===== config.mk =====
export PLATFORM = sky130hd
export DESIGN_NAME = rotator_req_queue_flat
export DESIGN_NICKNAME = d
export VERILOG_FILES = /design/src/rtl/rotator_req_queue_if.sv /design/src/rtl/rotator_req_queue.sv /design/src/flat_wrapper.sv
export SDC_FILE = /design/constraint.sdc
export NUM_CORES = 1
export LEC_CHECK = 0
export ABC_AREA = 1
export ABC_CLOCK_PERIOD_IN_PS = 2800
export CORE_ASPECT_RATIO = 0.75
export CORE_MARGIN = 1
export CORE_UTILIZATION = 55
export DETAILED_ROUTE_END_ITERATION = 8
export DONT_BUFFER_PORTS = 1
export GPL_ROUTABILITY_DRIVEN = 0
export GPL_TIMING_DRIVEN = 1
export PLACE_DENSITY = 0.77
export SETUP_SLACK_MARGIN = 0.3
export SYNTH_ARGS = -nofsm -noshare
export SYNTH_HDL_FRONTEND = slang
export SYNTH_SLANG_ARGS = --single-unit

===== constraint.sdc =====
create_clock -name clk -period 2.8 [get_ports clk]
set_input_delay 0.56 -clock clk [delete_from_list [all_inputs] [get_ports clk]]
set_output_delay 0.56 -clock clk [all_outputs]
set_load 0.02 [all_outputs]

===== src/rtl/rotator_req_queue_if.sv =====
// rotator_req_queue_if
// Request/response bundle for the buffered rotate unit.
//   master : request producer / result consumer side
//   slave  : rotate queue side
// Signals:
//   req_val/req_rdy           request handshake
//   req_in_/req_amt/req_op    8-bit data, rotate amount 0..7, 0=left 1=right
//   resp_val/resp_rdy         result handshake
//   resp_out                  rotated result
//   count                     request-queue occupancy (output slot excluded)
interface rotator_req_queue_if #(
  parameter int CW = 3
);
  logic          req_val;
  logic          req_rdy;
  logic [7:0]    req_in_;
  logic [2:0]    req_amt;
  logic          req_op;
  logic          resp_val;
  logic          resp_rdy;
  logic [7:0]    resp_out;
  logic [CW-1:0] count;

  modport master (
    output req_val, req_in_, req_amt, req_op, resp_rdy,
    input  req_rdy, resp_val, resp_out, count
  );

  modport slave (
    input  req_val, req_in_, req_amt, req_op, resp_rdy,
    output req_rdy, resp_val, resp_out, count
  );
endinterface


===== src/rtl/rotator_req_queue.sv =====
// rotator_req_queue
// In-order request queue in front of an 8-bit rotator. Requests are stored
// raw; the rotation is computed as the head entry moves into the registered
// output slot.
// Ports:
//   clk    rising-edge clock
//   reset  synchronous, active-high
//   bus    rotator_req_queue_if.slave (request/response handshakes, count)
// Parameters:
//   DEPTH  queue entries, 1..4
//   CW     width of count, must hold 0..DEPTH
// Optional build macro:
//   ROTATOR_REQ_QUEUE_BYPASS_EN - a request arriving at an empty queue with a
//   free output slot is rotated straight into the slot (1-cycle latency).
module rotator_req_queue #(
  parameter int DEPTH = 2,
  parameter int CW    = 3
) (
  input  logic                 clk,
  input  logic                 reset,
  rotator_req_queue_if.slave   bus
);

  localparam int PW = (DEPTH > 1) ? $clog2(DEPTH) : 1;

  typedef struct packed {
    logic [7:0] data;
    logic [2:0] amt;
    logic       op;
  } req_t;

  req_t          mem_q [DEPTH];
  logic [PW-1:0] head_q, head_d;
  logic [PW-1:0] tail_q, tail_d;
  logic [CW-1:0] count_q, count_d;
  logic          req_rdy_q, req_rdy_d;
  logic          resp_val_q, resp_val_d;
  logic [7:0]    resp_out_q, resp_out_d;

  logic enq, slot_free, pop, push, byp;
  req_t req;

  // Rotate via a doubled word so amt=0 needs no special case.
  function automatic logic [7:0] rot(input req_t r);
    logic [15:0] t;
    if (!r.op) begin
      t   = {r.data, r.data} << r.amt;
      rot = t[15:8];
    end else begin
      t   = {r.data, r.data} >> r.amt;
      rot = t[7:0];
    end
  endfunction

  function automatic logic [PW-1:0] nxt(input logic [PW-1:0] p);
    nxt = (p == PW'(DEPTH - 1)) ? '0 : p + PW'(1);
  endfunction

  assign req       = '{data: bus.req_in_, amt: bus.req_amt, op: bus.req_op};
  assign enq       = bus.req_val && req_rdy_q;
  assign slot_free = !resp_val_q || bus.resp_rdy;
  assign pop       = (count_q != '0) && slot_free;

`ifdef ROTATOR_REQ_QUEUE_BYPASS_EN
  // Only when nothing is queued, so ordering is never disturbed.
  assign byp = enq && (count_q == '0) && slot_free;
`else
  assign byp = 1'b0;
`endif

  assign push = enq && !byp;

  always_comb begin
    head_d     = head_q;
    tail_d     = tail_q;
    resp_val_d = resp_val_q;
    resp_out_d = resp_out_q;
    if (push) tail_d = nxt(tail_q);
    if (pop) begin
      head_d     = nxt(head_q);
      resp_val_d = 1'b1;
      resp_out_d = rot(mem_q[head_q]);
    end else if (byp) begin
      resp_val_d = 1'b1;
      resp_out_d = rot(req);
    end else if (slot_free) begin
      resp_val_d = 1'b0;  // drain: data holds, only valid drops
    end
    count_d   = count_q + CW'(push) - CW'(pop);
    // Registered from next occupancy: no path from req_val/resp_rdy to req_rdy.
    req_rdy_d = (count_d < CW'(DEPTH));
  end

  always_ff @(posedge clk) begin
    if (reset) begin
      head_q     <= '0;
      tail_q     <= '0;
      count_q    <= '0;
      req_rdy_q  <= 1'b1;
      resp_val_q <= 1'b0;
      resp_out_q <= 8'h00;
    end else begin
      head_q     <= head_d;
      tail_q     <= tail_d;
      count_q    <= count_d;
      req_rdy_q  <= req_rdy_d;
      resp_val_q <= resp_val_d;
      resp_out_q <= resp_out_d;
    end
  end

  // Storage needs no reset; occupancy is tracked by the pointers and count.
  always_ff @(posedge clk) begin
    if (push && !reset) mem_q[tail_q] <= req;
  end

  assign bus.req_rdy  = req_rdy_q;
  assign bus.resp_val = resp_val_q;
  assign bus.resp_out = resp_out_q;
  assign bus.count    = count_q;

endmodule


===== src/flat_wrapper.sv =====
// flat-port wrapper written by rule: the top's interface ports become plain ports
module rotator_req_queue_flat 
#(
  parameter int DEPTH = 2,
  parameter int CW    = 3
)
  (clk, reset, bus_req_val, bus_req_in_, bus_req_amt, bus_req_op, bus_resp_rdy, bus_req_rdy, bus_resp_val, bus_resp_out, bus_count);
  rotator_req_queue_if #(.CW(CW)) bus_i ();
  input  logic clk;
  input  logic reset;
  input wire logic [$bits(bus_i.req_val)-1:0] bus_req_val;
  input wire logic [$bits(bus_i.req_in_)-1:0] bus_req_in_;
  input wire logic [$bits(bus_i.req_amt)-1:0] bus_req_amt;
  input wire logic [$bits(bus_i.req_op)-1:0] bus_req_op;
  input wire logic [$bits(bus_i.resp_rdy)-1:0] bus_resp_rdy;
  output wire logic [$bits(bus_i.req_rdy)-1:0] bus_req_rdy;
  output wire logic [$bits(bus_i.resp_val)-1:0] bus_resp_val;
  output wire logic [$bits(bus_i.resp_out)-1:0] bus_resp_out;
  output wire logic [$bits(bus_i.count)-1:0] bus_count;
  assign bus_i.req_val = bus_req_val;
  assign bus_i.req_in_ = bus_req_in_;
  assign bus_i.req_amt = bus_req_amt;
  assign bus_i.req_op = bus_req_op;
  assign bus_i.resp_rdy = bus_resp_rdy;
  assign bus_req_rdy = bus_i.req_rdy;
  assign bus_resp_val = bus_i.resp_val;
  assign bus_resp_out = bus_i.resp_out;
  assign bus_count = bus_i.count;
  rotator_req_queue #(.DEPTH(DEPTH), .CW(CW)) u_core (.clk(clk), .reset(reset), .bus(bus_i));
endmodule

Fig. 1: run 1, the metal 1 layer
The bar under the picture is 20 um long. Supply wires on this layer in grey.
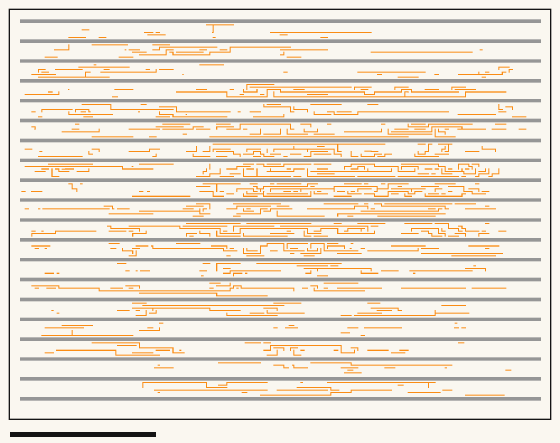
- nets with wire on the layer: 253
- longest straight run: 27.1 um
- wire length on this layer: 1890 um
GR Util met1: 0.297
WL final: 4110 um

Fig. 2: run 1, signal wires on met2
The bar under the picture is 20 um long.
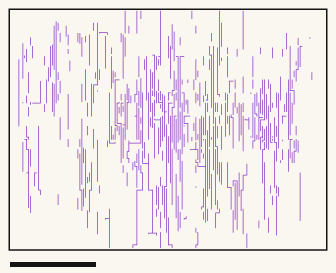
- share of all routed wire: 45%
- longest straight run: 20.1 um
- nets with wire on the layer: 212
- wire length on this layer: 1860 um
DR vias: 1702
GR Util met2: 0.342

==> run_results.csv, run 1 <==
group,metric,value,unit
status,status,"finished clean",
final_timing,finalCritPeriodShare,0.724,
run,maxCapViolations,0,
logic_synthesis,synthMuxAreaShare,0,
layout,layout-drive-gt1-share,0.124,
final_timing,slew_headroom,0.659,
global_routing,track_usage,0.228,
placement,place_area,2140,sq um
logic_synthesis,ys_seq_share,0.488,
final_timing,fin_setup_tns,0,ns
critical_path,r2r_start,"u_core.bus.resp_val",
logic_synthesis,yosys_area,2130,sq um
logic_synthesis,synth-edff-count,24,
logic_synthesis,ys_sh_simple,0.318,
critical_path,end_kind,"flip-flop",
clocking,ctsLongestPathBuffers,2,
logic_synthesis,yosys_cells,248,
route,antenna_left,0,
route,drt_drc_violations_left,0,
clocking,clkLatencyLatePin,0.30,ns
critical_path,cp-startpoint,"u_core.bus.resp_val",
critical_path,r2r_setup_slack,0.77,ns
layout,largest_register_ff_count,24,
min_path,worst_hold_path.endpoint,"u_core.tail_q",
clocking,clkTransAtPathRegs,0.07,ns
logic_synthesis,xor_area_frac,0.00411,
route,highest_layer,"met4",
final_timing,fmax,493,MHz
placement,dp.final_hpwl,2960,um
layout,diodes,0,
final_timing,finalSetupViolCount,0,
route,via_per_inst,5.64,
clocking,numCtsBuffers,5,
layout,mostFrequentLayoutCell,"nand3_1",
final_timing,worst_slack,0.773,ns
global_routing,antenna_found_initial,0,
logic_synthesis,yosys.area.top_type_share,0.338,
logic_synthesis,synth.top_cells.by_count,"nand3_1, nand2_1, edfxtp_1",
critical_path,timing.rr.end,"u_core.bus.req_rdy",
power_and_ir_drop,p_clk_frac,0.171,
power_and_ir_drop,p_sw,1260,uW
layout,layout_top_cells,"nand3_1, nand2_1, edfxtp_1",
power_and_ir_drop,peakVddDrop,0.776,mV
logic_synthesis,floorplan.nets,267,
Fig. 3: run 1, met3 routing
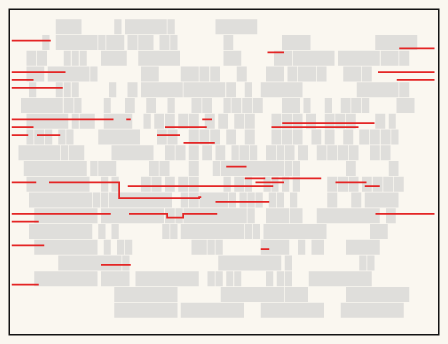
- wire length on this layer: 282 um
- main direction: horizontal
- longest straight run: 24.8 um
- nets with wire on the layer: 29

==> run 1: power groups by stage <==
stage | logic [uW] | registers (uW) | clock network (uW)
after floorplan | 1180 | 904 | 0
after global placement | 1290 | 934 | 0
after detailed placement | 1330 | 934 | 0
after CTS | 1340 | 921 | 476
after global routing | 1520 | 938 | 493
final | 1340 | 919 | 468
==> run 1: area by class of cell <==
type,instances,area [sq um]
Sequential cell,40,1040
Clock inverter,3,42.5
Inverter,20,80.1
Fill cell,332,1430
Tap cell,52,65.1
Timing Repair Buffer,4,30.0
Multi-Input combinational cell,178,927
Clock buffer,5,68.8
Fig. 4: run 1, clock wires, drivers and flops
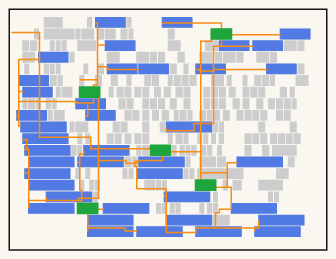

## Run 2: what changed since run 1
Settings changed: ABC_CLOCK_PERIOD_IN_PS 2800 to 1880.
Clock period 2.8 ns to 1.88 ns, I/O delays scaled along.
Fig. 5: run 2, clock wires, drivers and flops
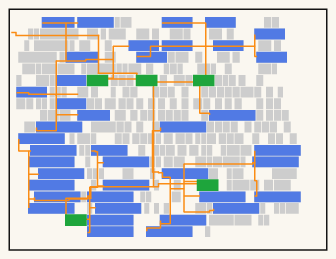
- clock wires: orange (length 455 um)
- flip-flops: blue (count 40)
- clock-net drivers: green (count 5)
- routed clock nets: 6
- flops lie: all over the die

==> run 2 against run 1 <==
Compared with the run above: first-iteration DRC count is 48% higher; sequential share of layout area is 3.5 points lower; via count is 8.4% higher; worst hold slack worse by 0.20 ns; final cell count is 5.0% higher; critical endpoint unchanged; combinational power is 91% higher; worst setup slack worse by 0.68 ns; cell area is 9.4% higher; synthesized cell count stayed put; register-to-register slack worse by 0.68 ns; sequential power is 47% higher; clock skew is 0.0054 ns higher; highest routed layer unchanged.
==> run_results.csv, run 2 <==
group,metric,value,unit
route,drt_wl_total,4570,um
logic_synthesis,synthMuxAreaShare,0,
layout,nNonClkInverters,20,
logic_synthesis,yosys_cells,248,
power_and_ir_drop,p_clk_frac,0.130,
layout,largest_register_ff_count,24,
layout,fill_cells,306,
layout,diodes,0,
logic_synthesis,floorplan.nets,267,
logic_synthesis,yosys.area.top_type_share,0.338,
layout,mostFrequentLayoutCell,"nand3_1",
route,vias,1845,
layout,logic_gates,179,
layout,clock_buffers,5,
final_timing,slew_headroom,0.729,
layout,layout_top_cells,"nand3_1, nand2_1, edfxtp_1",
logic_synthesis,synth.top_cells.by_count,"nand3_1, nand2_1, edfxtp_1",
critical_path,timing.rr.end,"u_core.bus.req_rdy",
final_timing,fmax,559,MHz
critical_path,r2r_start,"u_core.bus.resp_val",
min_path,worst_hold_path.endpoint,"u_core.bus.count[1]",
clocking,clkTransAtPathRegs,0.08,ns
final_timing,finalCritPeriodShare,0.952,
logic_synthesis,ys_sh_simple,0.318,
power_and_ir_drop,peakVddDrop,1.25,mV
route,highest_layer,"met4",
layout,layout.nonclk_buf_frac,0.0578,
logic_synthesis,synth-edff-count,24,
route,antenna_left,0,
run,maxCapViolations,0,
clocking,ctsLongestPathBuffers,2,
floorplanning,tap_cells,52,
layout,comb_area_frac,0.419,
logic_synthesis,yosys_area,2130,sq um
status,status,"finished clean",
logic_synthesis,xor_area_frac,0.00411,
critical_path,cp-startpoint,"u_core.bus.resp_val",
layout,clkCellAreaFrac,0.0375,
layout,buffers_excl_clock,18,
final_timing,finalSetupViolCount,0,
critical_path,end_kind,"flip-flop",
Fig. 6: run 2, routing congestion map
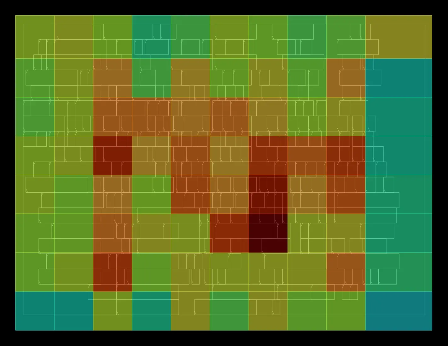
Final Util: 0.670
DR WL/cell: 14.4 um
GR Util met2: 0.369
GR Util met1: 0.329
Most Crowded Layer GR: met2

==> run 2: power by group through the flow <==
stage	clock network [uW]	logic (uW)	registers, uW
2_1_floorplan	0	1870	1360
6_report	581	2560	1350
4_1_cts	589	2300	1350
5_1_grt	622	2860	1370
3_3_place_gp	0	2160	1350
3_5_place_dp	0	2240	1350
==> run 2: stage by stage <==
stage | setup WS, ns | utilization | instance area (sq um)
after detailed placement | 0.0463 | 0.610 | 2250
after global placement | 0.0841 | 0.610 | 2250
after CTS | 0.114 | 0.643 | 2370
final | 0.0902 | 0.670 | 2470
after floorplan | -0.0616 | - | 2190
after global routing | 0.0144 | 0.670 | 2470
==> run 2: kinds of logic after synthesis <==
group                      Yosys count
and+or+nand+nor                    147
adders and majority gates            3
AOI/OAI and AO/OA                   27
xor gates and xnor gates             1
buffers and inverters               30
DFF                                 40
Fig. 7: run 2, the metal 1 layer
The bar under the picture is 20 um long. Supply wires on this layer in grey.
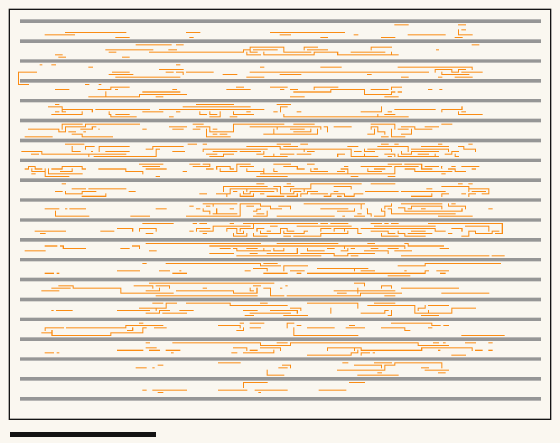

## Run 3: what changed since run 2
Settings changed: TNS_END_PERCENT set to 5.
Fig. 8: run 3, the metal 1 layer
The bar under the picture is 20 um long. Supply wires on this layer in grey.
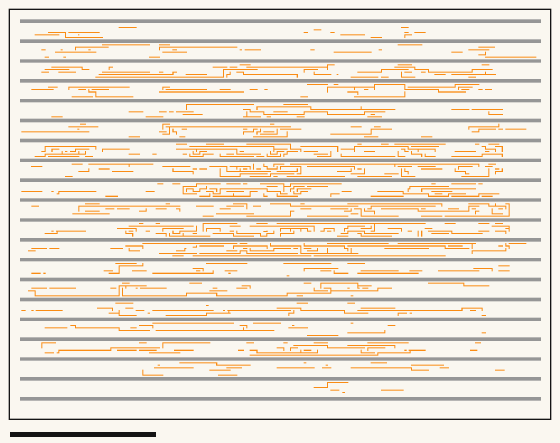
WL final: 4240 um
GR Util met1: 0.315

==> run 3 against run 2 <==
Compared with the run above: clock skew shrank 0.0054 ns; via count is 5.6% lower; cell area shrank 3.4%; sequential share of layout area rose by 1.4 points; global-route usage fell by 0.92 points; synthesized cell count is the same; combinational power is 9.0% lower; routed wire length fell by 7.2%; fmax shrank 0.67%; clock-buffer cell count stayed put.
==> run_results.csv, run 3 <==
group,metric,value,unit
logic_synthesis,yosys_area,2130,sq um
route,highest_layer,"met4",
layout,ff_count,40,
final_timing,fmax,555,MHz
logic_synthesis,ys_seq_share,0.488,
critical_path,timing.rr.end,"u_core.bus.req_rdy",
global_routing,grt_busiest_layer,"met2",
logic_synthesis,yosys.area.top_type_share,0.338,
clocking,ctsLongestPathBuffers,2,
layout,comb_area_frac,0.413,
logic_synthesis,floorplan.nets,267,
final_timing,slew_headroom,0.656,
final_timing,finalCritPeriodShare,0.958,
route,antenna_left,0,
clocking,clkLatencyLatePin,0.30,ns
critical_path,end_kind,"flip-flop",
layout,fin_util,0.647,
placement,place_area,2220,sq um
layout,logic_gates,178,
clocking,clkTransAtPathRegs,0.08,ns
route,wire_per_inst,13.7,um
final_timing,fin_setup_tns,0,ns
status,status,"finished clean",
layout,clkCellAreaFrac,0.0483,
global_routing,grt_use_met2,0.339,
run,maxCapViolations,0,
layout,clock_buffers,5,
layout,mostFrequentLayoutCell,"nand3_1",
layout,layout-drive-gt1-share,0.217,
critical_path,r2r_setup_slack,0.08,ns
layout,fill_cells,315,
critical_path,cp-startpoint,"u_core.bus.resp_val",
final_timing,worst_slack,0.0781,ns
global_routing,antenna_found_initial,0,
Fig. 9: run 3, clock wires, drivers and flops
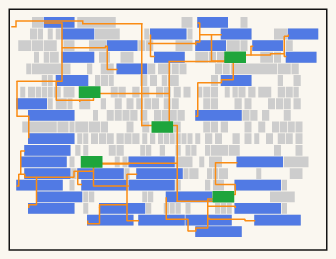
- clock-net drivers: green (count 5)
- flip-flops: blue (count 40)
- clock wires: orange (length 486 um)
- flops lie: all over the die
- routed clock nets: 6

-- run 3: cell counts after synthesis --
Identical to the previous run, type by type.
-- run 3: worst register-to-register path: cells and delay by family, from the launching register on --
family | cells | cell delay [ns]
compound gates | 1 | 0.05
flops | 1 | 0.35
fa+ha+maj | 3 | 0.93
simple gates | 3 | 0.26
buf+inv | 3 | 0.12
-- run 3: power by group --
part | total [uW] | internal [uW] | switching [uW] | leakage [uW]
logic | 2330 | 848 | 1480 | 0.000572
clock network | 721 | 400 | 321 | 0.0000548
registers | 1350 | 1130 | 218 | 0.000353
total | 4400 | 2380 | 2020 | 0.000980
No activity file was given, so power comes from the tool's default toggle rates.
